[src/rtl/cp0_pkg.sv]
// CP0 exception-control constants: register addresses, ExcCodes, field positions, FSM encoding.
// Latency: n/a (constants only).
// Backpressure: n/a.
package cp0_pkg;

    // CP0 register numbers visible through mtc0 / c0_rdata
    localparam logic [4:0] C0_STATUS = 5'd12;
    localparam logic [4:0] C0_CAUSE  = 5'd13;
    localparam logic [4:0] C0_EPC    = 5'd14;

    // ExcCode values
    localparam logic [4:0] EXC_INT  = 5'd0;
    localparam logic [4:0] EXC_ADEL = 5'd4;
    localparam logic [4:0] EXC_ADES = 5'd5;
    localparam logic [4:0] EXC_SYS  = 5'd8;
    localparam logic [4:0] EXC_BP   = 5'd9;
    localparam logic [4:0] EXC_RI   = 5'd10;
    localparam logic [4:0] EXC_OV   = 5'd12;

    // status fields
    localparam int STATUS_IE  = 0;
    localparam int STATUS_EXL = 1;
    localparam int IM_LSB     = 8;
    localparam int IM_MSB     = 15;

    // cause fields
    localparam int CAUSE_BD     = 31;
    localparam int IP_LSB       = 8;
    localparam int IP_MSB       = 15;
    localparam int IP_SW_LSB    = 8;   // IP[1:0], software interrupts
    localparam int IP_HW_LSB    = 10;  // IP[7:2], external lines
    localparam int EXC_CODE_LSB = 2;

    // exception FSM encoding
    localparam logic [1:0] ST_IDLE    = 2'd0;
    localparam logic [1:0] ST_ENTER   = 2'd1;
    localparam logic [1:0] ST_HANDLER = 2'd2;
    localparam logic [1:0] ST_LEAVE   = 2'd3;

endpackage

[src/rtl/int_sync.sv]
// Two-flop synchroniser for the asynchronous external interrupt lines.
// Latency: 2 clk cycles from input change to sync_out.
// Backpressure: none; samples every cycle.
//   Ports: clk, rst_n (async active-low), async_in[WIDTH-1:0] -> sync_out[WIDTH-1:0]
module int_sync #(
    parameter int WIDTH = 6
) (
    input  logic             clk,
    input  logic             rst_n,
    input  logic [WIDTH-1:0] async_in,
    output logic [WIDTH-1:0] sync_out
);

    logic [WIDTH-1:0] meta_q;
    logic [WIDTH-1:0] sync_q;

    always_ff @(posedge clk or negedge rst_n) begin
        if (!rst_n) begin
            meta_q <= '0;
            sync_q <= '0;
        end else begin
            meta_q <= async_in;
            sync_q <= meta_q;
        end
    end

    assign sync_out = sync_q;

endmodule

[src/rtl/exception_ctrl.sv]
// CP0 exception controller: records EPC/cause/EXL, flushes and redirects the pipeline on entry and ERET.
// Latency: exc_req/pending interrupt at edge N -> flush to HANDLER_VEC in cycle N+1; eret at edge N -> redirect to EPC in N+1.
// Backpressure: none; requests outside IDLE are ignored (no nesting), eret outside HANDLER is ignored.
//   Ports: clk, rst_n; exc_req/exc_code/exc_pc/exc_bd, int_pc, ext_int, eret; mtc0_we/c0_addr/c0_wdata -> c0_rdata;
//          cause/EPC/status live registers; flush, redirect_valid, redirect_pc.
module exception_ctrl
    import cp0_pkg::*;
#(
    parameter logic [31:0] HANDLER_VEC = 32'h0000_0180
) (
    input  logic        clk,
    input  logic        rst_n,
    input  logic        exc_req,
    input  logic [4:0]  exc_code,
    input  logic [31:0] exc_pc,
    input  logic        exc_bd,
    input  logic [31:0] int_pc,
    input  logic [5:0]  ext_int,
    input  logic        eret,
    input  logic        mtc0_we,
    input  logic [4:0]  c0_addr,
    input  logic [31:0] c0_wdata,
    output logic [31:0] c0_rdata,
    output logic [31:0] cause,
    output logic [31:0] EPC,
    output logic [31:0] status,
    output logic        flush,
    output logic        redirect_valid,
    output logic [31:0] redirect_pc
);

    logic [1:0]  state_q, state_d;
    logic [31:0] status_q, status_d;
    logic [31:0] epc_q, epc_d;
    logic        bd_q, bd_d;
    logic [4:0]  code_q, code_d;
    logic [1:0]  ip_sw_q, ip_sw_d;
    logic [5:0]  ip_hw;
    logic        int_pending;
    logic        take_exc;

    int_sync #(.WIDTH(6)) u_int_sync (
        .clk      (clk),
        .rst_n    (rst_n),
        .async_in (ext_int),
        .sync_out (ip_hw)
    );

    // IP[7:2] is the synchroniser output itself, so no extra flop sits in the interrupt path.
    assign cause = {bd_q, 15'd0, ip_hw, ip_sw_q, 1'b0, code_q, 2'b00};
    assign EPC    = epc_q;
    assign status = status_q;

    assign int_pending = ((cause[IP_MSB:IP_LSB] & status_q[IM_MSB:IM_LSB]) != 8'd0)
                         && status_q[STATUS_IE] && !status_q[STATUS_EXL];

    // Synchronous exceptions take priority over interrupts in the same cycle.
    assign take_exc = (state_q == ST_IDLE) && (exc_req || int_pending);

    always_comb begin
        state_d  = state_q;
        status_d = status_q;
        epc_d    = epc_q;
        bd_d     = bd_q;
        code_d   = code_q;
        ip_sw_d  = ip_sw_q;

        // Software writes first; exception/eret updates below override overlapping fields.
        if (mtc0_we) begin
            case (c0_addr)
                C0_STATUS: status_d = c0_wdata;
                C0_CAUSE:  ip_sw_d  = c0_wdata[IP_SW_LSB+1:IP_SW_LSB];
                C0_EPC:    epc_d    = c0_wdata;
                default:   ;
            endcase
        end

        case (state_q)
            ST_IDLE: begin
                if (take_exc) begin
                    if (exc_req) begin
                        epc_d  = exc_bd ? (exc_pc - 32'd4) : exc_pc;
                        bd_d   = exc_bd;
                        code_d = exc_code;
                    end else begin
                        epc_d  = int_pc;
                        bd_d   = 1'b0;
                        code_d = EXC_INT;
                    end
                    status_d[STATUS_EXL] = 1'b1;
                    state_d = ST_ENTER;
                end
            end
            ST_ENTER:   state_d = ST_HANDLER;
            ST_HANDLER: begin
                if (eret) begin
                    status_d[STATUS_EXL] = 1'b0;
                    state_d = ST_LEAVE;
                end
            end
            default:    state_d = ST_IDLE;
        endcase
    end

    always_ff @(posedge clk or negedge rst_n) begin
        if (!rst_n) begin
            state_q  <= ST_IDLE;
            status_q <= '0;
            epc_q    <= '0;
            bd_q     <= 1'b0;
            code_q   <= '0;
            ip_sw_q  <= '0;
        end else begin
            state_q  <= state_d;
            status_q <= status_d;
            epc_q    <= epc_d;
            bd_q     <= bd_d;
            code_q   <= code_d;
            ip_sw_q  <= ip_sw_d;
        end
    end

    // Decoded straight from the state flop so reset kills the pulse immediately.
    always_comb begin
        flush          = 1'b0;
        redirect_valid = 1'b0;
        redirect_pc    = '0;
        if (state_q == ST_ENTER) begin
            flush          = 1'b1;
            redirect_valid = 1'b1;
            redirect_pc    = HANDLER_VEC;
        end else if (state_q == ST_LEAVE) begin
            flush          = 1'b1;
            redirect_valid = 1'b1;
            redirect_pc    = epc_q;
        end
    end

    always_comb begin
        case (c0_addr)
            C0_STATUS: c0_rdata = status_q;
            C0_CAUSE:  c0_rdata = cause;
            C0_EPC:    c0_rdata = epc_q;
            default:   c0_rdata = '0;
        endcase
    end

endmodule

[config.mk]
export PLATFORM = sky130hd
export DESIGN_NAME = exception_ctrl
export DESIGN_NICKNAME = d
export VERILOG_FILES = /design/src/rtl/cp0_pkg.sv /design/src/rtl/int_sync.sv /design/src/rtl/exception_ctrl.sv
export SDC_FILE = /design/constraint.sdc
export NUM_CORES = 1
export LEC_CHECK = 0
export CELL_PAD_IN_SITES_DETAIL_PLACEMENT = 0
export CELL_PAD_IN_SITES_GLOBAL_PLACEMENT = 1
export CORE_ASPECT_RATIO = 1.25
export CORE_MARGIN = 2
export CORE_UTILIZATION = 26
export DETAILED_ROUTE_END_ITERATION = 8
export PLACE_DENSITY_LB_ADDON = 0.25
export SETUP_SLACK_MARGIN = 0.4
export SLEW_MARGIN = 20
export SYNTH_ARGS = -nofsm -noshare
export SYNTH_HDL_FRONTEND = slang
export SYNTH_SLANG_ARGS = --single-unit
[constraint.sdc]
create_clock -name clk -period 1.95 [get_ports clk]
set_input_delay 0.195 -clock clk [delete_from_list [all_inputs] [get_ports clk]]
set_output_delay 0.195 -clock clk [all_outputs]
set_load 0.02 [all_outputs]
### Pin placement

Drawn at 3 px/µm. Pins as bars across the die edge, other pins in gray.
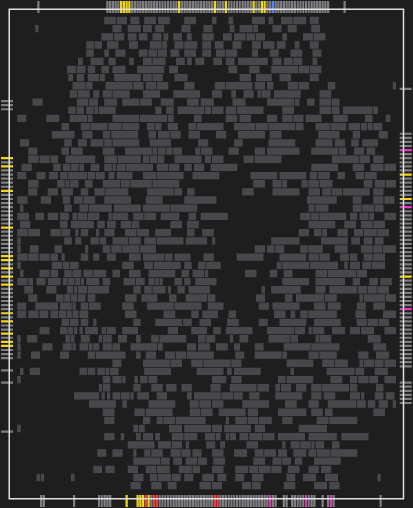
mtc0_we: marked blue, pins 1, direction input, edge top. exc_code: marked red, pins 5, direction input, edge bottom. int_pc: marked yellow, pins 32, direction input, edge 14 left, 10 top, 5 bottom, 3 right. ext_int: marked magenta, pins 6, direction input, edge 3 bottom, 3 right.
Die Span X: 131 µm
Die H: 163 µm

### Wiring heat map

Drawn at 2 px/µm. 26 x 33 tiles, from dark blue (low) to red (high), scaled to the fullest tile. Values are wire area over tile area, all layers added.
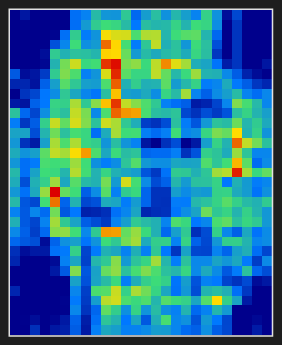
The fullest tile reaches 0.54. The mean over all tiles is 0.18. 12% of the tiles are nearly empty. The densest ninth of the die: top middle. 18% of the tiles are over half the peak.
final WL: 24.1 mm
DR vias: 5,756
routed len/inst: 20.1 µm
Total GRT Usage: 0.218

==> impl_metrics.tcl <==
# collected from the flow reports
set metrics [dict create \
    status "completed" \
    clockBufferDepth 2 \
    p_clk_frac 0.163 \
    r2r_cells 7 \
    clock_latency_ns 0.33 \
    logic_family "simple AND/OR/NAND/NOR gates" \
    busiest_layer "met2" \
    synth-main-ff-cell "dfrtp_1" \
    cp_max_fo 5 \
    setup_ws_ns 0.000732 \
    layout_top_cells "buf_4, clkdlybuf4s50_1, buf_6, dfrtp_1, dlygate4sd2_1" \
    cp.depth 7 \
    seq-power_mw 3.10 \
    edf_count 0 \
    cts_resized 532 \
    yosysSeqAreaShare 0.411 \
    warning_count 32 \
    grtUsageMet2 0.385 \
    final_util 0.535 \
    drtIter0Drc 293 \
    cts_max_level 3 \
    cp_slowest_cell "dfrtp_1" \
    cpMostUsedCell "buf_6" \
    synth_area_leader_cell "dfrtp_1" \
    endpoint "redirect_pc[31]" \
    combPwrFrac 0.565 \
    num-nonclk-inverters 6 \
    coreArea_um2 20000 \
    row_count 58 \
    crit_chain "ha_2 > nor2b_4 > buf_12 > buf_6 > buf_16 > and2_4 > buf_6" \
    grt_max_degree 39 \
    min_path_type "in2reg" \
    ys_sh_aoi 0.142 \
    rsz0062_at_grt "true" \
    xor_area_frac 0.0402 \
    setup_viol 0 \
    power.group.top "combinational cells" \
    fin_area_um2 10700 \
    simple_gate_share 0.176 \
    pin_count 280 \
    io_buffers 261 \
]
